==> images/placed.png <==
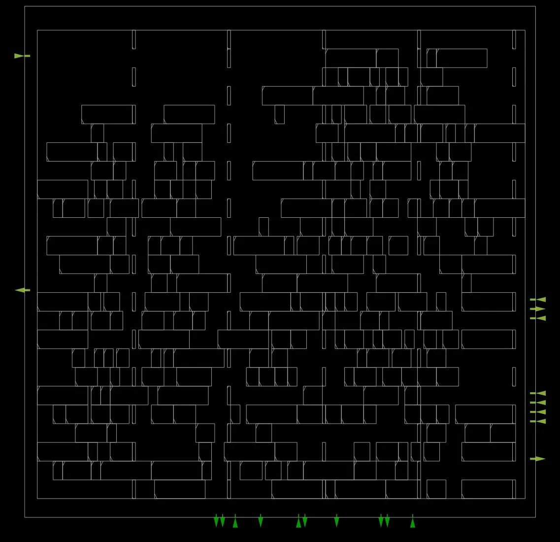
==> images/ff_map.png <==
Other sequential cells in the stronger grey, the rest of the logic in the fainter grey.
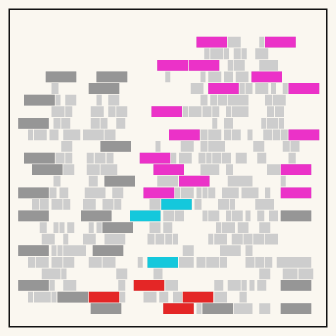
<file path="src/rtl/run_ctrl_pkg.sv">
// -----------------------------------------------------------------------------
// run_ctrl_pkg
// Shared types and helpers for the run-control sequencer.
//   run_state_t : sequencer FSM state encoding
//   ch_width()  : width of the channel index (at least 1 bit)
// -----------------------------------------------------------------------------
package run_ctrl_pkg;

    typedef enum logic [2:0] {
        ST_SETTLE = 3'd0,
        ST_IDLE   = 3'd1,
        ST_ISSUE  = 3'd2,
        ST_RUN    = 3'd3,
        ST_HALTED = 3'd4,
        ST_ERR    = 3'd5
    } run_state_t;

    // A single channel still needs a 1-bit index port.
    function automatic int unsigned ch_width(input int unsigned n);
        return (n > 1) ? $clog2(n) : 1;
    endfunction

endpackage

</file>
<file path="src/rtl/run_cnt.sv">
// -----------------------------------------------------------------------------
// run_cnt
// Generic counter with clear / load / enable / hold and a terminal flag.
// Priority: clear > load > enable; otherwise the value holds.
//   i_clk, i_rst   : clock, synchronous active-high reset (value <- RST_VAL)
//   i_clr          : force value to 0
//   i_load         : load i_load_val
//   i_load_val     : value for load
//   i_en           : step by one (down when i_down, else up)
//   i_down         : count direction
//   i_term_val     : compare value for the terminal flag
//   o_term         : high while current value equals i_term_val
// -----------------------------------------------------------------------------
module run_cnt #(
    parameter int unsigned       CNT_W   = 16,
    parameter logic [CNT_W-1:0]  RST_VAL = '0
) (
    input  logic             i_clk,
    input  logic             i_rst,
    input  logic             i_clr,
    input  logic             i_load,
    input  logic [CNT_W-1:0] i_load_val,
    input  logic             i_en,
    input  logic             i_down,
    input  logic [CNT_W-1:0] i_term_val,
    output logic             o_term
);

    logic [CNT_W-1:0] r_cnt;

    always_ff @(posedge i_clk) begin
        if (i_rst) begin
            r_cnt <= RST_VAL;
        end else if (i_clr) begin
            r_cnt <= '0;
        end else if (i_load) begin
            r_cnt <= i_load_val;
        end else if (i_en) begin
            if (i_down) begin
                r_cnt <= r_cnt - CNT_W'(1);
            end else begin
                r_cnt <= r_cnt + CNT_W'(1);
            end
        end
    end

    assign o_term = (r_cnt == i_term_val);

endmodule

</file>
<file path="src/rtl/run_ctrl_seq.sv">
// -----------------------------------------------------------------------------
// run_ctrl_seq
// Run-control sequencer: after a settle period it waits for go, then issues a
// start pulse to each channel in turn and waits for that channel's done pulse.
// Supports halt/resume, optional looping and a per-channel RUN timeout.
//   i_clk, i_rst     : clock, synchronous active-high reset
//   i_go             : begin a pass (sampled in IDLE only)
//   i_loop_en        : restart at channel 0 after the last channel
//   i_halt_req       : pause the running channel
//   i_resume         : leave HALTED
//   i_layer_done     : per-channel one-cycle done pulse
//   o_start          : one-hot start pulse (START_W cycles) to o_cur_ch
//   o_halt           : high while HALTED
//   o_busy           : high in ISSUE, RUN, HALTED
//   o_cur_ch         : channel being run
//   o_all_done       : one-cycle pulse when the last channel completes
//   o_timeout_err    : sticky until reset
// -----------------------------------------------------------------------------
module run_ctrl_seq
    import run_ctrl_pkg::*;
#(
    parameter int unsigned NUM_CH  = 4,
    parameter int unsigned SETTLE  = 2,
    parameter int unsigned START_W = 1,
    parameter int unsigned TIMEOUT = 64,
    parameter int unsigned CNT_W   = 16
) (
    input  logic                        i_clk,
    input  logic                        i_rst,
    input  logic                        i_go,
    input  logic                        i_loop_en,
    input  logic                        i_halt_req,
    input  logic                        i_resume,
    input  logic [NUM_CH-1:0]           i_layer_done,
    output logic [NUM_CH-1:0]           o_start,
    output logic                        o_halt,
    output logic                        o_busy,
    output logic [ch_width(NUM_CH)-1:0] o_cur_ch,
    output logic                        o_all_done,
    output logic                        o_timeout_err
);

    localparam int unsigned       CH_W    = ch_width(NUM_CH);
    localparam logic [CH_W-1:0]   LAST_CH = CH_W'(NUM_CH - 1);
    localparam logic [NUM_CH-1:0] ONE_CH  = NUM_CH'(1);

    run_state_t        r_state;
    run_state_t        w_state_nx;
    logic [CH_W-1:0]   r_cur_ch;
    logic [CH_W-1:0]   w_cur_ch_nx;
    logic [NUM_CH-1:0] r_start;
    logic [NUM_CH-1:0] w_start_nx;
    logic              r_halt;
    logic              r_busy;
    logic              r_all_done;
    logic              r_timeout_err;
    logic              w_all_done_nx;

    // settle / start-pulse down-counter controls
    logic              w_pc_load;
    logic              w_pc_en;
    logic              w_pc_term;
    // timeout up-counter controls
    logic              w_to_clr;
    logic              w_to_en;
    logic              w_to_term;

    logic              w_done_hit;

    assign w_done_hit = i_layer_done[r_cur_ch];

    // One counter serves both the settle wait and the start pulse width, since
    // the two phases never overlap; reset preloads it with SETTLE-1.
    run_cnt #(
        .CNT_W   (CNT_W),
        .RST_VAL (CNT_W'(SETTLE - 1))
    ) u_pulse_cnt (
        .i_clk      (i_clk),
        .i_rst      (i_rst),
        .i_clr      (1'b0),
        .i_load     (w_pc_load),
        .i_load_val (CNT_W'(START_W - 1)),
        .i_en       (w_pc_en),
        .i_down     (1'b1),
        .i_term_val ('0),
        .o_term     (w_pc_term)
    );

    run_cnt #(
        .CNT_W   (CNT_W),
        .RST_VAL ('0)
    ) u_timeout_cnt (
        .i_clk      (i_clk),
        .i_rst      (i_rst),
        .i_clr      (w_to_clr),
        .i_load     (1'b0),
        .i_load_val ('0),
        .i_en       (w_to_en),
        .i_down     (1'b0),
        .i_term_val (CNT_W'(TIMEOUT - 1)),
        .o_term     (w_to_term)
    );

    always_comb begin
        w_state_nx    = r_state;
        w_cur_ch_nx   = r_cur_ch;
        w_all_done_nx = 1'b0;
        w_pc_load     = 1'b0;
        w_pc_en       = 1'b0;
        w_to_clr      = 1'b0;
        w_to_en       = 1'b0;

        unique case (r_state)
            ST_SETTLE: begin
                if (w_pc_term) begin
                    w_state_nx = ST_IDLE;
                end else begin
                    w_pc_en = 1'b1;
                end
            end

            ST_IDLE: begin
                if (i_go) begin
                    w_state_nx  = ST_ISSUE;
                    w_cur_ch_nx = '0;
                    w_pc_load   = 1'b1;
                end
            end

            ST_ISSUE: begin
                if (w_pc_term) begin
                    w_state_nx = ST_RUN;
                    w_to_clr   = 1'b1;
                end else begin
                    w_pc_en = 1'b1;
                end
            end

            // Done is honoured in both RUN and HALTED and beats halt/timeout.
            ST_RUN, ST_HALTED: begin
                if (w_done_hit) begin
                    if (r_cur_ch != LAST_CH) begin
                        w_state_nx  = ST_ISSUE;
                        w_cur_ch_nx = r_cur_ch + CH_W'(1);
                        w_pc_load   = 1'b1;
                    end else begin
                        w_all_done_nx = 1'b1;
                        if (i_loop_en) begin
                            w_state_nx  = ST_ISSUE;
                            w_cur_ch_nx = '0;
                            w_pc_load   = 1'b1;
                        end else begin
                            w_state_nx = ST_IDLE;
                        end
                    end
                end else if (r_state == ST_RUN) begin
                    if (i_halt_req) begin
                        w_state_nx = ST_HALTED;
                    end else if (w_to_term) begin
                        w_state_nx = ST_ERR;
                    end else begin
                        w_to_en = 1'b1;
                    end
                end else if (i_resume) begin
                    w_state_nx = ST_RUN;
                end
            end

            ST_ERR: begin
                w_state_nx = ST_ERR;
            end

            default: begin
                w_state_nx = ST_SETTLE;
            end
        endcase

        // The start vector is a pure function of the next state and channel,
        // which keeps it registered without separate set/clear bookkeeping.
        w_start_nx = (w_state_nx == ST_ISSUE) ? (ONE_CH << w_cur_ch_nx) : '0;
    end

    always_ff @(posedge i_clk) begin
        if (i_rst) begin
            r_state       <= ST_SETTLE;
            r_cur_ch      <= '0;
            r_start       <= '0;
            r_halt        <= 1'b0;
            r_busy        <= 1'b0;
            r_all_done    <= 1'b0;
            r_timeout_err <= 1'b0;
        end else begin
            r_state       <= w_state_nx;
            r_cur_ch      <= w_cur_ch_nx;
            r_start       <= w_start_nx;
            r_halt        <= (w_state_nx == ST_HALTED);
            r_busy        <= (w_state_nx == ST_ISSUE) || (w_state_nx == ST_RUN) ||
                             (w_state_nx == ST_HALTED);
            r_all_done    <= w_all_done_nx;
            r_timeout_err <= r_timeout_err || (w_state_nx == ST_ERR);
        end
    end

    assign o_start       = r_start;
    assign o_halt        = r_halt;
    assign o_busy        = r_busy;
    assign o_cur_ch      = r_cur_ch;
    assign o_all_done    = r_all_done;
    assign o_timeout_err = r_timeout_err;

endmodule

</file>
<file path="config.mk">
export PLATFORM = sky130hd
export DESIGN_NAME = run_ctrl_seq
export DESIGN_NICKNAME = d
export VERILOG_FILES = /design/src/rtl/run_ctrl_pkg.sv /design/src/rtl/run_cnt.sv /design/src/rtl/run_ctrl_seq.sv
export SDC_FILE = /design/constraint.sdc
export NUM_CORES = 1
export LEC_CHECK = 0
export CAP_MARGIN = 40
export CORE_MARGIN = 1.5
export CORE_UTILIZATION = 45
export DETAILED_ROUTE_END_ITERATION = 16
export DONT_BUFFER_PORTS = 1
export SLEW_MARGIN = 20
export SYNTH_ARGS = -nofsm -noshare
export SYNTH_HDL_FRONTEND = slang
export SYNTH_SLANG_ARGS = --single-unit
</file>
<file path="constraint.sdc">
create_clock -name i_clk -period 4.15 [get_ports i_clk]
set_clock_uncertainty 0.2 [all_clocks]
set_input_delay 0.83 -clock i_clk [delete_from_list [all_inputs] [get_ports i_clk]]
set_output_delay 0.83 -clock i_clk [all_outputs]
set_load 0.02 [all_outputs]
</file>
==> changes_impl.md <==
### Changed

* Int Pwr at 945 uW
* Met2 WL at 1.99 mm
* Buffers excl. clock at 1
* Initial antenna violation count at 0
* Non-CTS inverters at 9
* Final antenna-violating net count at 0
* Top cells excl fill/tap: dfxtp_1, nor2_1, xnor2_1
* Tool warning count at 26
* CTS tree: yes
* Switching power at 635 uW
* Die ar. at 5500 um^2
* CP startpoint: o_cur_ch[0]$_SDFF_PP0_
* Pwr dens at 657 nW/um^2
* Worst Setup EP: u_pulse_cnt.r_cnt[9]$_SDFFE_PP0P_
* Number of instances in the placed design at 315
* Status: finished clean
* Multi-input gate share of total cell area at 53.7%
* Met3 WL at 233 um
* Clock-cell share at 3.59%
* Pleak at 0.000801 uW
* Req. time, crit path at 4.17 ns
* Peak per-stage delay on the critical path at 0.64 ns
* Final period util at 66.3%
* Design Area, Final at 2400 um^2
* GPL Wtd Cong at 0.779
* Share of flip-flops with an asynchronous set or reset at 0%
* Flop area at 901 um^2
* Comb power frac at 43.4%
* IO Port Bufs at 0
* Setup total negative slack at 0 ns
* Cell taking the most area after synthesis: dfxtp_1
* Top cell category: combinational gates
* Yosys top cell area share at 39.5%
* Grt met2 use at 28.2%
* Buffers and inverters on the worst path at 0
* CTS resizes at 0
* Post-route insts no fill at 323
* Die Span X at 74.2 um
* Seq group at 622 uW
* Synth Cell Area at 2280 um^2
* Top comb family, area: simple AND/OR/NAND/NOR gates
* Endpoints failing setup at 0
* Fraction of area in registers at 37.5%
* Synth cell count leaders: dfxtp_1, nor2_1, xnor2_1
* Synth top area cells: dfxtp_1, xnor2_1, nor2_1
* Number of enable flip-flop cells at 0
* Post-DP HPWL at 3.17 mm
-- placed.png (at the start) --
Filler cells: 485
row count: 25
post-layout util: 49.9%

-- ff_map.png (at the start) --
legend:
  cyan:
    signal: r_state
    sequential_cells: 3
  red:
    signal: o_start
    sequential_cells: 4
    where: bottom middle
  magenta:
    signal: u_timeout_cnt.r_cnt
    sequential_cells: 16
not coloured: 22

No activity file was given, so power comes from the tool's default toggle rates.
